<file path="config.mk">
export PLATFORM = sky130hd
export DESIGN_NAME = accum_ram_ctrl_flat
export DESIGN_NICKNAME = d
export VERILOG_FILES = /design/src/rtl/accum_ram_pkg.sv /design/src/rtl/accum_ram_ctrl_if.sv /design/src/rtl/accum_ram_add.sv /design/src/rtl/accum_ram_ctrl.sv /design/src/flat_wrapper.sv
export SDC_FILE = /design/constraint.sdc
export NUM_CORES = 1
export LEC_CHECK = 0
export CAP_MARGIN = 20
export CORE_MARGIN = 2
export CORE_UTILIZATION = 30
export CTS_CLUSTER_SIZE = 25
export DETAILED_ROUTE_END_ITERATION = 8
export DONT_BUFFER_PORTS = 1
export GPL_TIMING_DRIVEN = 1
export PLACE_DENSITY = 0.5
export SYNTH_ARGS = -nofsm -noshare
export SYNTH_HDL_FRONTEND = slang
export SYNTH_SLANG_ARGS = --single-unit
</file>
<file path="constraint.sdc">
create_clock -name clk -period 4.43 [get_ports clk]
set_input_delay 0.443 -clock clk [delete_from_list [all_inputs] [get_ports clk]]
set_output_delay 0.443 -clock clk [all_outputs]
set_load 0.02 [all_outputs]
</file>
<file path="src/rtl/accum_ram_pkg.sv">
// Purpose : shared types and constants for the accumulate-into-RAM controller.
// Latency : n/a (types and constants only).
// Backpressure: n/a.
// Contents: FSM state enum, latched command encoding, default widths, saturation limits.
package accum_ram_pkg;

    localparam int AWIDTH_DEF    = 11;
    localparam int NUM_WORDS_DEF = 2048;
    localparam int DWIDTH_DEF    = 40;
    localparam int IWIDTH_DEF    = 32;

    // Signed accumulator limits, two's complement over DWIDTH_DEF bits.
    localparam logic [DWIDTH_DEF-1:0] ACC_MAX = {1'b0, {(DWIDTH_DEF-1){1'b1}}};
    localparam logic [DWIDTH_DEF-1:0] ACC_MIN = {1'b1, {(DWIDTH_DEF-1){1'b0}}};

    typedef enum logic [1:0] {
        ST_IDLE  = 2'd0,
        ST_FLUSH = 2'd1,
        ST_CLEAR = 2'd2,
        ST_DRAIN = 2'd3
    } state_e;

    typedef enum logic [1:0] {
        CMD_NONE  = 2'd0,
        CMD_CLEAR = 2'd1,
        CMD_DRAIN = 2'd2
    } cmd_e;

endpackage

</file>
<file path="src/rtl/accum_ram_ctrl_if.sv">
// Purpose : partial-sum input stream (valid/ready) into the accumulation controller.
// Latency : n/a (wires only).
// Backpressure: producer holds in_valid/in_addr/in_data until it sees in_ready high.
// Ports   : in_valid, in_addr, in_data from producer; in_ready from controller.
interface accum_ram_ctrl_if
    import accum_ram_pkg::*;
#(
    parameter int AWIDTH = AWIDTH_DEF,
    parameter int IWIDTH = IWIDTH_DEF
);
    logic              in_valid;
    logic              in_ready;
    logic [AWIDTH-1:0] in_addr;
    logic [IWIDTH-1:0] in_data;

    modport master (output in_valid, output in_addr, output in_data, input in_ready);
    modport slave  (input in_valid, input in_addr, input in_data, output in_ready);
endinterface

</file>
<file path="src/rtl/accum_ram_add.sv">
// Purpose : sign-extend a partial sum and add it to an accumulator word.
// Latency : combinational.
// Backpressure: n/a.
// Ports   : old_i accumulator, inc_i signed partial sum, sum_o result, ovf_o saturation hit.
// Build   : ACCUM_SAT_EN defined -> saturate to signed limits; undefined -> wrap, ovf_o = 0.
module accum_ram_add
    import accum_ram_pkg::*;
#(
    parameter int DWIDTH = DWIDTH_DEF,
    parameter int IWIDTH = IWIDTH_DEF
) (
    input  logic [DWIDTH-1:0] old_i,
    input  logic [IWIDTH-1:0] inc_i,
    output logic [DWIDTH-1:0] sum_o,
    output logic              ovf_o
);
    logic [DWIDTH-1:0] inc_ext;
    logic [DWIDTH-1:0] raw;

    assign inc_ext = {{(DWIDTH-IWIDTH){inc_i[IWIDTH-1]}}, inc_i};
    assign raw     = old_i + inc_ext;

`ifdef ACCUM_SAT_EN
    logic wrapped;
    // Same-sign operands giving an opposite-sign result is a signed overflow;
    // the direction follows the operands' common sign.
    assign wrapped = (old_i[DWIDTH-1] == inc_ext[DWIDTH-1]) && (raw[DWIDTH-1] != old_i[DWIDTH-1]);
    assign sum_o   = wrapped ? (old_i[DWIDTH-1] ? ACC_MIN : ACC_MAX) : raw;
    assign ovf_o   = wrapped;
`else
    assign sum_o = raw;
    assign ovf_o = 1'b0;
`endif
endmodule

</file>
<file path="src/rtl/accum_ram_ctrl.sv">
// Purpose : read-modify-write accumulation into a 2-port RAM, plus full clear and sequential drain.
// Latency : transfer to RAM updated in 2 edges; drained word appears 1 cycle after its read.
// Backpressure: in_ready low outside IDLE and on a command cycle; drain output has none.
// Ports   : clk/reset; in_if (slave) stream; clear_start/drain_start; busy; out_valid/addr/data;
//           overflow (sticky, only with ACCUM_SAT_EN); ram_* drive port A (read/clear) and B (write).
module accum_ram_ctrl
    import accum_ram_pkg::*;
#(
    parameter int AWIDTH    = AWIDTH_DEF,
    parameter int NUM_WORDS = NUM_WORDS_DEF,
    parameter int DWIDTH    = DWIDTH_DEF,
    parameter int IWIDTH    = IWIDTH_DEF
) (
    input  logic              clk,
    input  logic              reset,
    accum_ram_ctrl_if.slave   in_if,
    input  logic              clear_start,
    input  logic              drain_start,
    output logic              busy,
    output logic              out_valid,
    output logic [AWIDTH-1:0] out_addr,
    output logic [DWIDTH-1:0] out_data,
    output logic              overflow,
    output logic [AWIDTH-1:0] ram_addr_a,
    output logic [AWIDTH-1:0] ram_addr_b,
    output logic              ram_wren_a,
    output logic              ram_wren_b,
    output logic [DWIDTH-1:0] ram_data_a,
    output logic [DWIDTH-1:0] ram_data_b,
    input  logic [DWIDTH-1:0] ram_out_a
);
    localparam logic [AWIDTH-1:0] LAST_PAIR = AWIDTH'(NUM_WORDS - 2);
    localparam logic [AWIDTH:0]   CNT_ONE   = {{AWIDTH{1'b0}}, 1'b1};
    localparam logic [AWIDTH:0]   CNT_TWO   = {{(AWIDTH-1){1'b0}}, 2'b10};

    state_e state_q, state_d;
    cmd_e   cmd_q, cmd_d;
    // One extra bit: in DRAIN the top bit marks "all reads issued".
    logic [AWIDTH:0] cnt_q, cnt_d;

    logic              s1_vld_q, wb_vld_q, rd_vld_q, overflow_q;
    logic [AWIDTH-1:0] s1_addr_q, wb_addr_q, rd_addr_q;
    logic [IWIDTH-1:0] s1_data_q;
    logic [DWIDTH-1:0] wb_data_q;

    logic              in_rdy, xfer, drain_rd, fwd_hit, sat_hit;
    logic [DWIDTH-1:0] old_val, sum;

    assign in_rdy         = (state_q == ST_IDLE) && !clear_start && !drain_start;
    assign in_if.in_ready = in_rdy;
    assign xfer           = in_if.in_valid && in_rdy;
    assign drain_rd       = (state_q == ST_DRAIN) && !cnt_q[AWIDTH];

    // The RAM read for the word in S1 was launched while the previous write-back
    // was still landing, so that write-back must be bypassed in.
    assign fwd_hit = wb_vld_q && (wb_addr_q == s1_addr_q);
    assign old_val = fwd_hit ? wb_data_q : ram_out_a;

    accum_ram_add #(.DWIDTH(DWIDTH), .IWIDTH(IWIDTH)) u_add (
        .old_i (old_val),
        .inc_i (s1_data_q),
        .sum_o (sum),
        .ovf_o (sat_hit)
    );

    // FSM state register.
    always_ff @(posedge clk) begin
        if (reset) begin
            state_q <= ST_IDLE;
            cmd_q   <= CMD_NONE;
            cnt_q   <= '0;
        end else begin
            state_q <= state_d;
            cmd_q   <= cmd_d;
            cnt_q   <= cnt_d;
        end
    end

    // FSM next state.
    always_comb begin
        state_d = state_q;
        cmd_d   = cmd_q;
        cnt_d   = cnt_q;
        case (state_q)
            ST_IDLE: begin
                if (clear_start) begin
                    cmd_d   = CMD_CLEAR;
                    state_d = ST_FLUSH;
                end else if (drain_start) begin
                    cmd_d   = CMD_DRAIN;
                    state_d = ST_FLUSH;
                end
            end
            ST_FLUSH: begin
                if (!s1_vld_q && !wb_vld_q) begin
                    state_d = (cmd_q == CMD_CLEAR) ? ST_CLEAR : ST_DRAIN;
                    cnt_d   = '0;
                end
            end
            ST_CLEAR: begin
                cnt_d = cnt_q + CNT_TWO;
                if (cnt_q[AWIDTH-1:0] == LAST_PAIR) begin
                    state_d = ST_IDLE;
                    cmd_d   = CMD_NONE;
                    cnt_d   = '0;
                end
            end
            ST_DRAIN: begin
                if (!cnt_q[AWIDTH]) begin
                    cnt_d = cnt_q + CNT_ONE;
                end else begin
                    // Last read's data is on out_* this cycle.
                    state_d = ST_IDLE;
                    cmd_d   = CMD_NONE;
                    cnt_d   = '0;
                end
            end
            default: state_d = ST_IDLE;
        endcase
    end

    // FSM outputs: RAM port control.
    always_comb begin
        ram_addr_a = '0;
        ram_wren_a = 1'b0;
        ram_data_a = '0;
        ram_addr_b = '0;
        ram_wren_b = 1'b0;
        ram_data_b = '0;
        if (s1_vld_q) begin
            ram_addr_b = s1_addr_q;
            ram_wren_b = 1'b1;
            ram_data_b = sum;
        end
        case (state_q)
            ST_IDLE: begin
                if (xfer) ram_addr_a = in_if.in_addr;
            end
            ST_CLEAR: begin
                // cnt is always even here, so k+1 is just the low bit set.
                ram_addr_a = cnt_q[AWIDTH-1:0];
                ram_wren_a = 1'b1;
                ram_addr_b = {cnt_q[AWIDTH-1:1], 1'b1};
                ram_wren_b = 1'b1;
            end
            ST_DRAIN: begin
                if (drain_rd) ram_addr_a = cnt_q[AWIDTH-1:0];
            end
            default: ;
        endcase
    end

    // Pipeline, forwarding, drain output and sticky overflow.
    always_ff @(posedge clk) begin
        if (reset) begin
            s1_vld_q   <= 1'b0;
            s1_addr_q  <= '0;
            s1_data_q  <= '0;
            wb_vld_q   <= 1'b0;
            wb_addr_q  <= '0;
            wb_data_q  <= '0;
            rd_vld_q   <= 1'b0;
            rd_addr_q  <= '0;
            overflow_q <= 1'b0;
        end else begin
            s1_vld_q <= xfer;
            if (xfer) begin
                s1_addr_q <= in_if.in_addr;
                s1_data_q <= in_if.in_data;
            end
            wb_vld_q <= s1_vld_q;
            if (s1_vld_q) begin
                wb_addr_q <= s1_addr_q;
                wb_data_q <= sum;
            end
            rd_vld_q <= drain_rd;
            if (drain_rd) rd_addr_q <= cnt_q[AWIDTH-1:0];
            if (state_q == ST_FLUSH && state_d == ST_CLEAR) overflow_q <= 1'b0;
            else if (s1_vld_q && sat_hit)                 overflow_q <= 1'b1;
        end
    end

    assign busy      = (state_q != ST_IDLE) || s1_vld_q || wb_vld_q || rd_vld_q;
    assign out_valid = rd_vld_q;
    assign out_addr  = rd_addr_q;
    assign out_data  = rd_vld_q ? ram_out_a : '0;
    assign overflow  = overflow_q;

endmodule

</file>
<file path="src/flat_wrapper.sv">
// flat-port wrapper written by rule: the top's interface ports become plain ports
module accum_ram_ctrl_flat import accum_ram_pkg::*;
#(
    parameter int AWIDTH    = AWIDTH_DEF,
    parameter int NUM_WORDS = NUM_WORDS_DEF,
    parameter int DWIDTH    = DWIDTH_DEF,
    parameter int IWIDTH    = IWIDTH_DEF
)
  (clk, reset, clear_start, drain_start, busy, out_valid, out_addr, out_data, overflow, ram_addr_a, ram_addr_b, ram_wren_a, ram_wren_b, ram_data_a, ram_data_b, ram_out_a, in_if_in_valid, in_if_in_addr, in_if_in_data, in_if_in_ready);
  accum_ram_ctrl_if #(.AWIDTH(AWIDTH), .IWIDTH(IWIDTH)) in_if_i ();
  input  logic clk;
  input  logic reset;
  input  logic clear_start;
  input  logic drain_start;
  output logic busy;
  output logic out_valid;
  output logic [AWIDTH-1:0] out_addr;
  output logic [DWIDTH-1:0] out_data;
  output logic overflow;
  output logic [AWIDTH-1:0] ram_addr_a;
  output logic [AWIDTH-1:0] ram_addr_b;
  output logic ram_wren_a;
  output logic ram_wren_b;
  output logic [DWIDTH-1:0] ram_data_a;
  output logic [DWIDTH-1:0] ram_data_b;
  input  logic [DWIDTH-1:0] ram_out_a;
  input wire logic [$bits(in_if_i.in_valid)-1:0] in_if_in_valid;
  input wire logic [$bits(in_if_i.in_addr)-1:0] in_if_in_addr;
  input wire logic [$bits(in_if_i.in_data)-1:0] in_if_in_data;
  output wire logic [$bits(in_if_i.in_ready)-1:0] in_if_in_ready;
  assign in_if_i.in_valid = in_if_in_valid;
  assign in_if_i.in_addr = in_if_in_addr;
  assign in_if_i.in_data = in_if_in_data;
  assign in_if_in_ready = in_if_i.in_ready;
  accum_ram_ctrl #(.AWIDTH(AWIDTH), .NUM_WORDS(NUM_WORDS), .DWIDTH(DWIDTH), .IWIDTH(IWIDTH)) u_core (.clk(clk), .reset(reset), .in_if(in_if_i), .clear_start(clear_start), .drain_start(drain_start), .busy(busy), .out_valid(out_valid), .out_addr(out_addr), .out_data(out_data), .overflow(overflow), .ram_addr_a(ram_addr_a), .ram_addr_b(ram_addr_b), .ram_wren_a(ram_wren_a), .ram_wren_b(ram_wren_b), .ram_data_a(ram_data_a), .ram_data_b(ram_data_b), .ram_out_a(ram_out_a));
endmodule
</file>
Run 1, metal 4:
Bar = 50 um. Supply wires on this layer in gray.
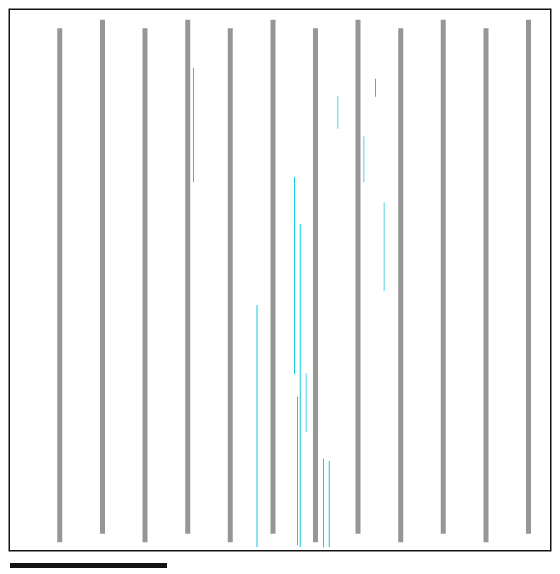
11 nets have wire on it. The longest straight run is 103 um. The wires run mostly vertical. The layer carries 456 um of wire. The layer holds 1.6% of the routed length.
routed wire length: 28100 um
Vias: 8086

Run 1, signal wires on met3:
Cells faint in the background.
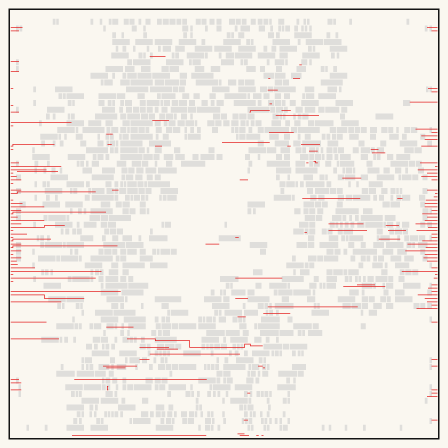
The wires run mostly horizontal. 149 nets have wire on it.

Run 1, M1 wires:
Bar = 50 um. Supply wires on this layer in gray.
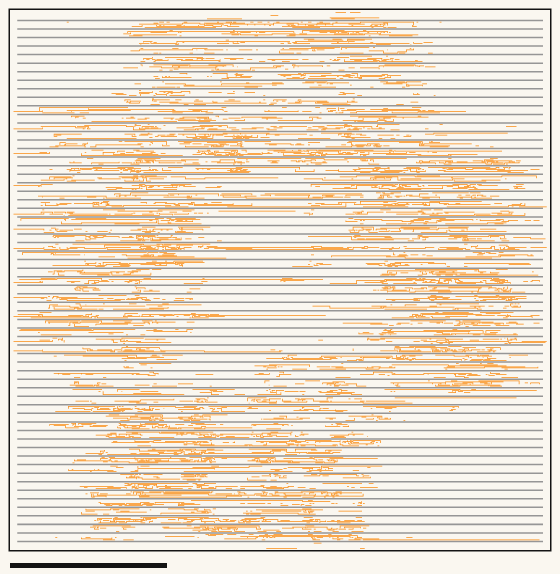
1224 nets have wire on it. The wires run mostly horizontal. The longest straight run is 68.1 um.

[run 1: layout by cell type, fill, tap and decap left out, drive strengths merged, types with 5 or more instances in the layout]
cell type / instances
buf: 148
a31oi: 12
conb: 41
o21ai: 37
nand4: 12
dfxtp: 124
a221oi: 5
ha: 44
o21bai: 8
mux2: 39
nand2: 213
xor2: 11
a21o: 24
and2: 68
xnor2: 30
inv: 23
and3: 13
a21oi: 128
nor2: 80
a31o: 5
a211oi: 9
nor3: 14
nand3: 17
clkbuf: 18
or3: 9
mux2i: 16
[run 1: worst max-delay path, stage by stage, from the launching register on]
cell      delay (ns)
dfxtp_1         0.38
xnor2_2         0.12
nand4_1         0.14
nor3_4          0.22
buf_6           0.14
buf_6           0.10
mux2_4          0.30
ha_4            0.16
fa_2            0.35
a21o_1          0.18
a221o_1         0.34
o211ai_1        0.28
nand2_1         0.14
a221oi_2        0.27
buf_4           0.19
o31ai_4         0.08
a31oi_2         0.21
mux2i_2         0.22
buf_4           0.17
[run 1: per-stage QoR]
step | power, uW | instances | area [sq um] | setup TNS [ns]
final | 3890 | 1604 | 11200 | -5.51
after global routing | 4100 | 1603 | 11100 | -10.29
after global placement | 2350 | 1551 | 9520 | -2.95
after floorplan | 2070 | 1155 | 8640 | -0.0390
after detailed placement | 2350 | 1551 | 9520 | -3.40
after CTS | 3840 | 1594 | 10600 | -6.83
[run 1: logic make-up after synthesis]
logic type,after synthesis,share of synthesized area
adders and majority gates,45,0.0674
xor gates and xnor gates,41,0.0424
buffers and inverters,126,0.0760
and+or+nand+nor,445,0.240
AOI/OAI and AO/OA,278,0.210
muxes,55,0.0708
other,1,0.000443
DFF,124,0.293
[run 1: Yosys cell counts (5+ instances only)]
cell,instances,share of area
a211oi_1,9,0.0080
a21o_1,23,0.020
a21oi_1,128,0.076
a31o_2,5,0.0052
a31oi_1,12,0.0089
and2_1,68,0.050
and3_1,13,0.0096
buf_4,41,0.036
clkbuf_1,64,0.028
dfxtp_1,124,0.29
ha_1,44,0.065
inv_1,14,0.0062
mux2_2,39,0.052
mux2i_1,16,0.019
nand2_1,213,0.094
nand3_1,17,0.010
nand4_1,12,0.0089
nor2_1,80,0.035
nor3_1,14,0.0083
o21ai_0,35,0.021
o21bai_1,8,0.0071
or3_1,9,0.0067
xnor2_1,30,0.031
xor2_1,11,0.011
[run 1: final cells by class]
cell class              count  area (sq um)  share of cell area
flip-flops and latches    124          2500               0.224
clock inverters            15           153              0.0137
inverters                  14          52.6             0.00471
multi-input cells         905          6330               0.568
well taps                 378           473              0.0424
diodes                      2          5.00            0.000449
clock buffers              17           425              0.0382
repair buffers            149          1210               0.109
[run 1: power groups by stage]
stage,Clock (uW),Combinational [uW],Sequential (uW)
global route,1510,1300,1290
CTS,1450,1110,1280
floorplan,0,822,1240
finish,1420,1190,1280
global placement,0,1050,1300
detailed placement,0,1050,1300
[run 1: worst paths after layout]
check | slack, ns | end | from
max reg2reg | 0.18 | u_core.wb_data_q[37] | u_core.s1_addr_q[3]
min reg2reg | 0.47 | u_core.s1_data_q[30] | u_core.s1_data_q[30]
min | 0.1 | u_core.wb_data_q[29] | reset
max | -0.41 | ram_data_b[38] | u_core.s1_addr_q[3]
==> impl_metrics.yaml, run 1 <==
# generated from flow reports
yosys:
  edf_count: 0
  yosys_warnings: 0
  avgSynthCellArea_sq_um: 7.59
  syn_inst: 1115
  flop_cell: "dfxtp_1"
  ys_cells: 1115
run:
  tool_warnings: 35
floorplan:
  io_pins: 247
  fp.dieH_um: 172
  floorplan.core_util: 0.305
  rows: 61
global_routing:
  grtUsageTotal: 0.185
  grt_max_degree: 128
  busiest_layer: "met2"
cells_and_area:
  num-fill-cells: 2849
  syn2layout_area_growth_pct: 31.7
  largest_register_ffs: 40
  fin_nets: 1344
  regMostFlops: "u_core.wb_data_q"
  biggestRegsByFlops: "u_core.wb_data_q (40), u_core.s1_data_q (32), u_core.cnt_q (12)"
critical_path:
  cp-start-kind: "register"
  worstSetupEndpointType: "output port"
  critPathRequiredTime_ns: 3.99
  r2r_cells: 20
  crit_arrival_ns: 4.40
power:
  p_int_uw: 2450
  power.leakage_uw: 0.00449
  swShare: 0.370
  p_switching_uw: 1440
  combPwrFrac: 0.305
clocking:
  clk_pin_slew_worst_paths_ns: 0.07
  root_buffer: "clkbuf_16"
  post_cts.repair.setup_buffers: 10
  cts_hold_buffers: 0
  cts_made_buffers: 17
  clock-sinks: 124
run_status:
  outcome: "complete, but fails checks"
  violations: "negative setup slack"
timing:
  fin_crit_sh: 1.09
  setup_viol: 23
  whs_ns: 0.0966
  setup_ws_ns: -0.410
  grt_setup_unrepaired: "true"
detailed_routing:
  avgRoutedWirePerCell_um: 17.5
  vias_per_cell: 5.04
  routed.top_layer: "met4"
  wirelength_met1_um: 13100
  drtIter0Drc: 440
  drc: 0
  wl_met3_um: 1390
hold_path:
  min_path_type: "input port to register"
placement:
  port_buffers: 0
## Run 2: what changed since run 1
- CORE_UTILIZATION: 30 -> 50
- PLACE_DENSITY: 0.5 -> 0.73
Run 2, metal 4:
Bar = 50 um. Supply wires on this layer in gray.
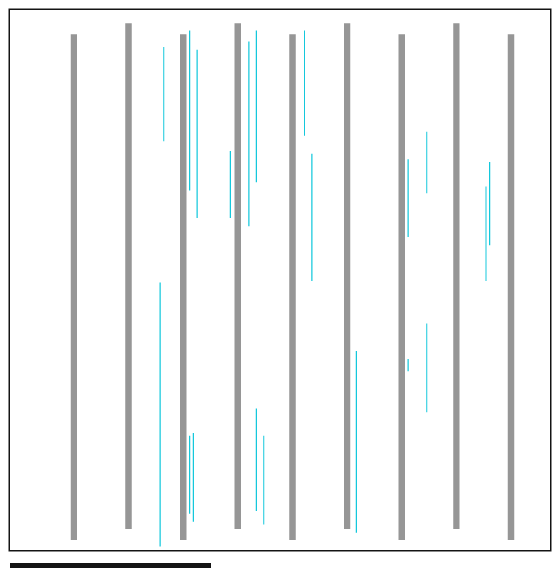
The layer carries 560 um of wire. 19 nets have wire on it.
routed wire length: 25400 um
Vias: 8204

==> run 2 against run 1 <==
Against the previous run: the flow still finishes with violations (negative setup slack); combinational power decreased by 6%; clock power about the same; first-iteration DRC count rose by 14%; clock skew decreased by 0.0040 ns; register-to-register slack improved by 0.08 ns; worst setup slack got worse by 0.076 ns; final cell count down 12%; utilization grew 22 points; area after synthesis unchanged; largest cell class unchanged.
==> impl_metrics.yaml, run 2 <==
# generated from flow reports
critical_path:
  critPathRequiredTime_ns: 3.99
  crit_arrival_ns: 4.47
  r2r_cells: 18
  timing.rr.start: "u_core.s1_addr_q[0]"
  worstSetupEndpointType: "output port"
  ff2ff_setup_slack_ns: 0.26
clocking:
  cts_hold_buffers: 0
  clk_pin_slew_worst_paths_ns: 0.07
  clock-sinks: 124
  cts_made_buffers: 17
  root_buffer: "clkbuf_16"
timing:
  fin_setup_tns_ns: -5.86
  fin_crit_sh: 1.11
  setup_viol: 20
  setup_ws_ns: -0.486
  grt_setup_unrepaired: "true"
cells_and_area:
  regArea_sq_mm: 0.00249
  num-fill-cells: 1404
  biggestRegsByFlops: "u_core.wb_data_q (40), u_core.s1_data_q (32), u_core.cnt_q (12)"
  fin_nets: 1315
  largest_register_ffs: 40
  syn2layout_area_growth_pct: 22.3
  lay_top_count: "nand2_1"
  fin_cells: 1416
  regMostFlops: "u_core.wb_data_q"
hold_path:
  hp-start: "reset"
  holdPathEnd: "u_core.wb_data_q[29]"
  min_path_type: "input port to register"
yosys:
  largest_area_cell: "dfxtp_1"
  top_area_frac: 0.293
  topCellsByArea: "dfxtp_1, nand2_1, a21oi_1, ha_1, mux2_2"
  avgSynthCellArea_sq_um: 7.59
  ys_cells: 1115
  flop_cell: "dfxtp_1"
  yosys_warnings: 0
  edf_count: 0
  top_cells_by_count: "nand2_1, a21oi_1, dfxtp_1, nor2_1, and2_1"
  syn_inst: 1115
run_status:
  outcome: "complete, but fails checks"
  violations: "negative setup slack"
floorplan:
  die_w_um: 134
  io_pins: 247
  fp.dieH_um: 134
  floorplan.core_util: 0.510
run:
  tool_warnings: 34
placement:
  port_buffers: 0
global_routing:
  grt_max_degree: 128
  grtUsageTotal: 0.269
detailed_routing:
  avgRoutedWirePerCell_um: 18.0
  vias_per_cell: 5.79
  drtIter0Drc: 501
Run 2, the metal 2 layer:
Bar = 50 um.
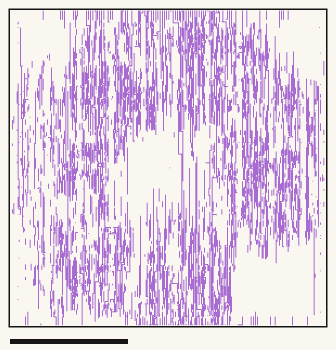
The longest straight run is 68.7 um. The layer carries 12400 um of wire. 1136 nets have wire on it. The layer holds 49% of the routed length. The wires run mostly vertical.

-- run 2: timing repair --
action                     in CTS  in global routing
resized                        66                 51
pin swaps                      29                 22
setup endpoints to repair      29                 29
buffers inserted               10                  9
-- run 2: per-stage QoR --
step                      area [sq um]  power (uW)  setup WS, ns  hold slack (ns)
after floorplan                   8640        2070       -0.0390            0.441
after global placement            9130        2290        -0.213            0.446
after detailed placement          9130        2300        -0.266            0.448
after CTS                        10000        3760        -0.476           0.0861
after global routing             10400        3990        -0.651           0.0760
final                            10400        3810        -0.486           0.0941
-- run 2: how the worst max path moves through the flow --
stage,depth (start not counted),to,from
finish,17,ram_data_b[38],u_core.s1_addr_q[0]
global route,17,ram_data_b[38],u_core.wb_addr_q[7]
CTS,17,ram_data_b[38],u_core.wb_addr_q[7]
detailed placement,16,ram_data_b[34],u_core.s1_addr_q[3]
global placement,16,ram_data_b[30],u_core.s1_addr_q[3]
floorplan,15,ram_data_b[30],u_core.s1_addr_q[2]
-- run 2: kinds of logic after synthesis --
logic type | count (synthesis) | share of synthesized area
xor gates and xnor gates | 41 | 0.0424
DFF | 124 | 0.293
muxes | 55 | 0.0708
other | 1 | 0.000443
buffers and inverters | 126 | 0.0760
adders and majority gates | 45 | 0.0674
and+or+nand+nor | 445 | 0.240
AOI/OAI and AO/OA | 278 | 0.210
-- run 2: layout make-up --
class                           instances  area share
Antenna cell                            1    0.000242
Clock buffer                           17      0.0411
Clock inverter                         15      0.0168
Inverter                               14     0.00508
Multi-Input combinational cell        905       0.577
Sequential cell                       124       0.240
Tap cell                              220      0.0266
Timing Repair Buffer                  120      0.0923
-- run 2: power breakdown --
part	switching [uW]	internal (uW)	leakage [uW]	total, uW
Sequential	92.4	1180	0.00101	1270
Clock	615	806	0.000293	1420
Combinational	691	427	0.00300	1120
Total	1400	2410	0.00430	3810
-- run 2: routing by layer --
layer  share of wire  vias to the layer above  GRT usage
met3           0.074                       40     0.0748
met2            0.49                      310      0.443
met4           0.022                        0      0.101
li1                -                     3939          -
met1            0.42                     3915      0.337
met5               0                        -          0
-- run 2: worst max-delay path: stages (launching register included) --
cell and delay [ns]:
dfxtp_1 0.32, xnor2_1 0.17, nand4_1 0.19, nor3_4 0.26, buf_12 0.16, mux2_4 0.31
ha_4 0.17, fa_2 0.36, a21o_1 0.18, a221o_1 0.35, o211ai_1 0.25, nand2_1 0.13
a221oi_2 0.28, buf_4 0.20, o31ai_4 0.10, a31oi_2 0.24, mux2i_2 0.23, buf_4 0.16
## Run 3: what changed since run 2
- SLEW_MARGIN: default -> 10
Run 3, M1 wires:
Bar = 50 um. Supply wires on this layer in gray.
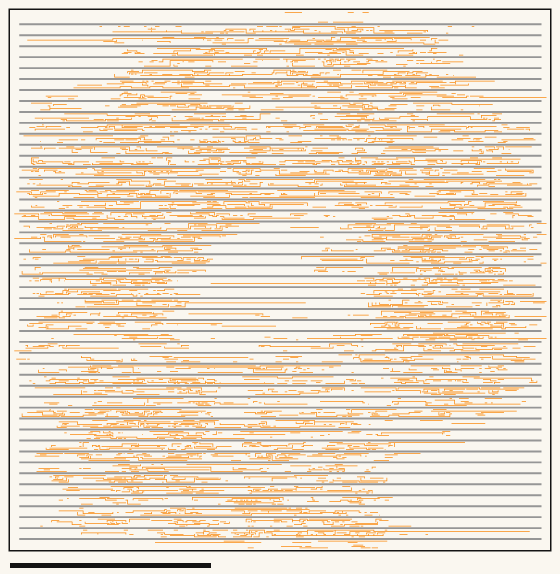
The wires run mostly horizontal. The longest straight run is 43.2 um. 1185 nets have wire on it.
met1 Track Usage GR: 0.337

==> run 3 against run 2 <==
Against the previous run: register-to-register slack hardly changed; sequential share of layout area did not move; via count unchanged; sequential power is essentially flat; routed wire length is the same; clock-buffer cell count is the same; total power unchanged; maximum frequency stayed put; utilization did not move; design area did not move; the flow still finishes with violations (negative setup slack); die area did not move.
==> impl_metrics.yaml, run 3 <==
# generated from flow reports
run_status:
  outcome: "complete, but fails checks"
  violations: "negative setup slack"
power:
  p_clk_frac: 0.373
  swShare: 0.367
  p_int_uw: 2410
  power.leakage_uw: 0.00430
  combPwrFrac: 0.293
  p_per_area_mw_per_mm2: 368
  ir_drop_uv: 265
  p_seq_frac: 0.334
  p_switching_uw: 1400
timing:
  finalHoldViolations: 0
  period_needed_ns: 4.92
  setup_viol: 20
  fin_crit_sh: 1.11
  grt_setup_unrepaired: "true"
  setup_ws_ns: -0.486
  worst-slew-pin-transition_ns: 0.974
  fin_skew_ns: 0.0125
clocking:
  cts_htree_levels: 4
  cts_buffer_depth: 2
  clk_pin_slew_worst_paths_ns: 0.07
  root_buffer: "clkbuf_16"
  clock_latency_ns: 0.43
  cts_made_buffers: 17
  cts_tree: "yes"
  clock-sinks: 124
critical_path:
  critPathMostFrequentCell: "buf_4"
  critPathRequiredTime_ns: 3.99
  cp_slowest_cell: "fa_2"
  crit_arrival_ns: 4.47
  worstSetupEndpointType: "output port"
  critical_path.max_stage_delay_ns: 0.36
  crit_start: "u_core.s1_addr_q[0]"
  r2r_cells: 18
  crit_buf_inv: 3
  timing.rr.start: "u_core.s1_addr_q[0]"
  critical_path.top_delay_family: "AND-OR/OR-AND gates"
  r2r-end: "u_core.wb_data_q[39]"
  crit_chain: "xnor2_1 -> nand4_1 -> nor3_4 -> buf_12 -> mux2_4 -> ha_4 -> fa_2 -> a21o_1 -> a221o_1 -> o211ai_1 -> nand2_1 -> a221oi_2 -> buf_4 -> o31ai_4 -> a31oi_2 -> mux2i_2 -> buf_4"
  ff2ff_setup_slack_ns: 0.26
  path_max_fanout: 4
floorplan:
  core_sq_mm: 0.0166
  floorplan.core_util: 0.510
  die_w_um: 134
  fp.dieArea_sq_mm: 0.0180
  io_pins: 247
  fp.dieH_um: 134
cells_and_area:
  largest_register_ffs: 40
  syn2layout_area_growth_pct: 22.3
  lay_top_count: "nand2_1"
  biggestRegsByFlops: "u_core.wb_data_q (40), u_core.s1_data_q (32), u_core.cnt_q (12)"
  num-fill-cells: 1404
  most-common-layout-cells: "nand2_1, dfxtp_1, a21oi_1"
  regMostFlops: "u_core.wb_data_q"
  fin_nets: 1315
  fin_cells: 1416
  fin_area_sq_mm: 0.0104
run:
  cap_viol_max_count: 0
  tool_warnings: 34
global_routing:
  grt_max_degree: 128
  gr-total-overflow: 0
  antenna_found_initial: 1
yosys:
  syn_inst: 1115
  synth-async-reset-ratio: 0
  topCellsByArea: "dfxtp_1, nand2_1, a21oi_1, ha_1, mux2_2"
  ys_cells: 1115
  ys_seq_share: 0.293
  most_common_cell: "nand2_1"
  synth-seq-cells: 124
  top_cells_by_count: "nand2_1, a21oi_1, dfxtp_1, nor2_1, and2_1"
  largest_area_cell: "dfxtp_1"
  top_area_frac: 0.293
  edf_count: 0
  flop_cell: "dfxtp_1"
  post_synth_num_cell_types: 70
  avgSynthCellArea_sq_um: 7.59
  yosys_warnings: 0
hold_path:
  holdPathEnd: "u_core.wb_data_q[29]"
  min_path_type: "input port to register"
  hp-start: "reset"
detailed_routing:
  num_vias: 8204
  drc: 0
  drtIter0Drc: 501
  vias_per_cell: 5.79
  drt-total-wl_um: 25400
  first_pass_iters: 6
placement:
  place_area_sq_mm: 0.00913
  place.gp.congestion: 0.924
  port_buffers: 0
Run 3, routing congestion:
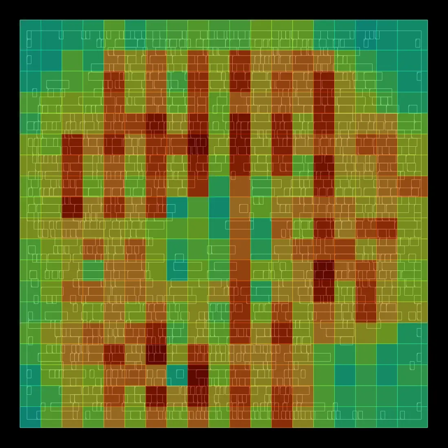
total track usage: 0.269
WL/cell: 18.0 um
global route hottest layer: met2
GR Layer Usage met2: 0.443

[run 3: cell counts in the layout (fill, tap and decap cells not counted)]
No cell type changed its count.
[run 3: routing by layer]
layer  share of wire  wire length (um)  track usage
met3           0.074              1880       0.0748
met5               0                 0            0
met4           0.022               560        0.101
met2            0.49             12400        0.443
met1            0.42             10600        0.337
[run 3: power by group through the flow]
stage	registers [uW]	clock network (uW)	logic, uW
global placement	1290	0	994
finish	1270	1420	1120
detailed placement	1290	0	1010
CTS	1270	1430	1060
global route	1280	1490	1220
floorplan	1240	0	822
[run 3: worst register-to-register path: stages (launching register included)]
cell      delay, ns
dfxtp_1        0.32
xnor2_1        0.17
nand4_1        0.19
nor3_4         0.26
buf_12         0.16
buf_8          0.17
mux2_2         0.35
ha_1           0.33
buf_4          0.17
nand3_1        0.06
a21boi_0       0.10
a311oi_2       0.28
buf_4          0.16
nor2_1         0.05
o311ai_4       0.36
a311oi_1       0.17
or4_1          0.48
buf_4          0.17
a31oi_1        0.16
[run 3: how the worst max path moves through the flow]
stage / endpoint / slack, ns / cells after the start
floorplan: ram_data_b[30] / -0.04 / 15
global placement: ram_data_b[30] / -0.21 / 16
detailed placement: ram_data_b[34] / -0.27 / 16
CTS: ram_data_b[38] / -0.48 / 17
global route: ram_data_b[38] / -0.65 / 17
finish: ram_data_b[38] / -0.49 / 17
[run 3: cell type report]
type	instances	area, sq um	area share
inverter	14	52.6	0.00508
multi-input combinational	905	5980	0.577
clock buffer	17	425	0.0411
timing repair buffer	120	956	0.0923
antenna	1	2.50	0.000242
clock inverter	15	174	0.0168
tap	220	275	0.0266
sequential	124	2490	0.240
[run 3: cell families (layout without fill, tap and decap cells)]
kind of cell             count (synthesis)  after routing  synth area share
adder cells (fa/ha/maj)                 45             45            0.0674
other                                    1             42          0.000443
flip-flops                             124            124             0.293
AND-OR/OR-AND                          278            278             0.210
buffers and inverters                  126            166            0.0760
XOR/XNOR                                41             41            0.0424
multiplexers                            55             55            0.0708
AND/OR/NAND/NOR                        445            445             0.240
[run 3: metrics by stage]
| step | utilization | TNS (ns) | power [uW] | setup WS (ns) | hold WS, ns |
|---|---|---|---|---|---|
| global route | 0.624 | -9.42 | 3990 | -0.651 | 0.0760 |
| global placement | 0.551 | -1.59 | 2290 | -0.213 | 0.446 |
| finish | 0.624 | -5.86 | 3810 | -0.486 | 0.0941 |
| CTS | 0.605 | -6.07 | 3760 | -0.476 | 0.0861 |
| floorplan | - | -0.0390 | 2070 | -0.0390 | 0.441 |
| detailed placement | 0.551 | -2.64 | 2300 | -0.266 | 0.448 |
[run 3: timing repair]
item / CTS / global route
setup buffers: 10 / 9
hold buffers: 0 / 0
hold endpoints to repair: 0 / 0
gates resized: 66 / 51
endpoints found under the setup margin: 29 / 29
pin swaps: 29 / 22
Power figures rest on the tool's default switching activity, not on a simulated workload.
